==> config.mk <==
export PLATFORM = sky130hd
export DESIGN_NAME = pdm_modulator
export DESIGN_NICKNAME = d
export VERILOG_FILES = /design/src/rtl/pdm_modulator.sv
export SDC_FILE = /design/constraint.sdc
export NUM_CORES = 1
export LEC_CHECK = 0
export CAP_MARGIN = 20
export CORE_MARGIN = 10
export CORE_UTILIZATION = 50
export DETAILED_ROUTE_END_ITERATION = 8
export DONT_BUFFER_PORTS = 1
export PLACE_DENSITY = 0.67
export SYNTH_ARGS = -nofsm -noshare
export SYNTH_HDL_FRONTEND = slang
export SYNTH_SLANG_ARGS = --single-unit
export TNS_END_PERCENT = 30
==> constraint.sdc <==
create_clock -name clk -period 11.69 [get_ports clk]
set_input_delay 1.7535 -clock clk [delete_from_list [all_inputs] [get_ports clk]]
set_output_delay 1.7535 -clock clk [all_outputs]
set_load 0.02 [all_outputs]
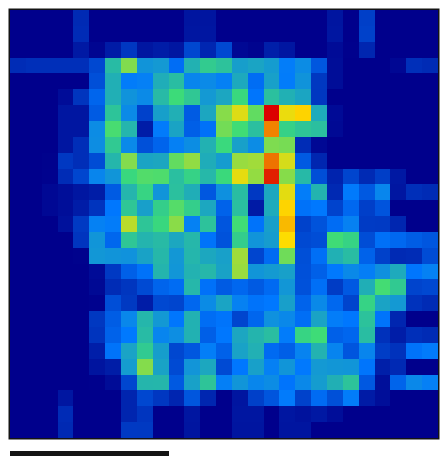
*Wire density map*
The bar under the picture is 50 um long. The die is cut into 27 by 27 equal tiles; dark blue is low, red is high, scaled to the fullest tile. Values are wire area over tile area, all layers added.
- mean over tiles: 0.11
- tiles over half the peak: 5.6%
- fullest tile: 0.62
- emptiest ninth of the die: upper right
routed vias: 4485
Tot GR Track Use: 15.2%
Routed WL: 12800 um

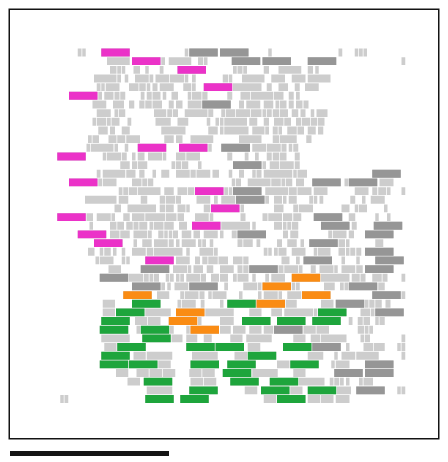
*Register map, names as in the netlist*
The bar under the picture is 50 um long. Other sequential cells in the stronger gray, the rest of the logic in the fainter gray.
- magenta: `i2_q` (sequential cells 16)
- green: `mem_q` (sequential cells 32; where bottom center)
- orange: `x_q` (sequential cells 8)
- not colored: 38
register area: 2350 sq um
Seq/total area: 34.2%
final core utilization: 54.1%

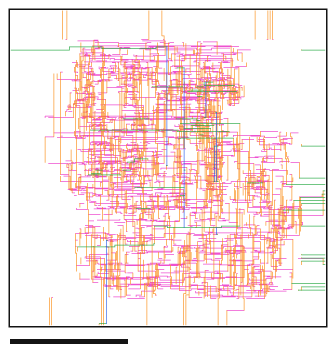
*Wiring by layer*
The bar under the picture is 50 um long.
- blue: metal 4 (wire length 216 um)
- orange: metal 2 (wire length 6220 um)
- green: metal 3 (wire length 608 um)
- magenta: metal 1 (wire length 5800 um)
WL per Instance: 15.7 um

==> Slide: Implementation Results <==
Run Summary

Placement
  – Gpl congestion: 0.844
  – Placed instance area: 6600 sq um
  – Placed insts: 802
  – Post-detail-place hpwl: 9540 um

Synth
  – Adder-Cell Fraction of Synth Area: 15.6%
  – Area fraction in mux cells: 10.4%
  – Seq share, synth: 36.0%
  – Warnings from Yosys: 0

Worst setup path
  – Crit start category: input port
  – CP peak stage delay: 0.85 ns

Flow run
  – Max-cap violations: 0

Global routing
  – Most used routing layer: met2
  – Antenna violations before repair: 0

STA
  – Unrepaired setup endpoints after global routing: no
  – Setup Skew: 0.00690 ns
  – Slew Viols, Final: 0
  – Worst slew pin tran: 1.02 ns
  – # setup viols final: 0
  – Hold Slack: 0.364 ns

CTS
  – Clk_lat worst skew: 0.35 ns

Finish
  – Layout cells sized above 1: 13.6%

Floorplan
  – Core area: 12700 sq um
  – DIE AREA: 18100 sq um

Status
  – Outcome: finished, final reports clean
[layout make-up]
class	instances	area (sq um)
clock buffers	11	243
clock inverters	5	42.5
inverters	85	319
fillers	1125	5840
multi-input cells	448	3690
well taps	172	215
repair buffers	3	22.5
flip-flops and latches	94	2350
[cell usage after synthesis, types with 3 or more instances]
master | count | area share, %
a21o_1 | 10 | 1.1
a21oi_1 | 37 | 2.8
a31oi_1 | 6 | 0.57
and2_1 | 3 | 0.29
buf_4 | 24 | 2.8
clkbuf_1 | 11 | 0.63
dfrtp_1 | 94 | 36
fa_1 | 16 | 4.9
ha_1 | 56 | 11
inv_1 | 84 | 4.8
mux2_2 | 36 | 6.2
mux2i_1 | 8 | 1.2
mux4_2 | 8 | 2.8
nand2_1 | 46 | 2.6
nand2b_1 | 7 | 0.67
nand3_1 | 6 | 0.46
nand3b_1 | 3 | 0.34
nand4_1 | 3 | 0.29
nor2_1 | 31 | 1.8
nor2b_1 | 7 | 0.67
nor3_1 | 6 | 0.46
nor4_1 | 3 | 0.29
o211ai_1 | 3 | 0.34
o21a_1 | 4 | 0.46
o21ai_0 | 34 | 2.6
o21ai_1 | 4 | 0.31
o21bai_1 | 3 | 0.34
o22ai_1 | 12 | 1.1
o22ai_2 | 4 | 0.77
o41ai_1 | 3 | 0.40
xnor2_1 | 22 | 2.9
xor2_1 | 8 | 1.1
[placed cells by master, fill, tap and decap left out, drive strengths merged, types with 4 or more instances in the layout]
| cell type | n |
|---|---|
| nor2b | 7 |
| o21a | 4 |
| a21o | 10 |
| nor2 | 31 |
| ha | 56 |
| a31oi | 7 |
| clkbuf | 11 |
| nand2 | 48 |
| mux2i | 9 |
| nand2b | 7 |
| nor3 | 7 |
| o22ai | 16 |
| dfrtp | 94 |
| fa | 16 |
| mux2 | 36 |
| nor4 | 4 |
| mux4 | 8 |
| xor2 | 8 |
| nand3 | 6 |
| o21ai | 39 |
| o211ai | 4 |
| a21oi | 39 |
| inv | 86 |
| xnor2 | 23 |
| conb | 17 |
[worst max-delay path, delay by kind of cell]
family,cells,cell delay [ns]
adders and majority gates,4,1.78
and+or+nand+nor,12,3.78
muxes,1,0.57
buffers and inverters,2,0.33
AOI/OAI and AO/OA,10,1.92
[layer usage]
layer  share of wire [%]  routed length (um)
met4                 1.7                 215
met1                  45                5800
met2                  48                6220
met5                   0                   0
met3                 4.7                 607
[kinds of logic (layout without fill, tap and decap cells)]
kind of cell    count (synthesis)  after routing
compound gates                146            146
xor+xnor                       31             31
fa+ha+maj                      72             72
buf+inv                       123            104
flops                          94             94
mux                            53             53
other cells                     1             17
simple gates                  129            129
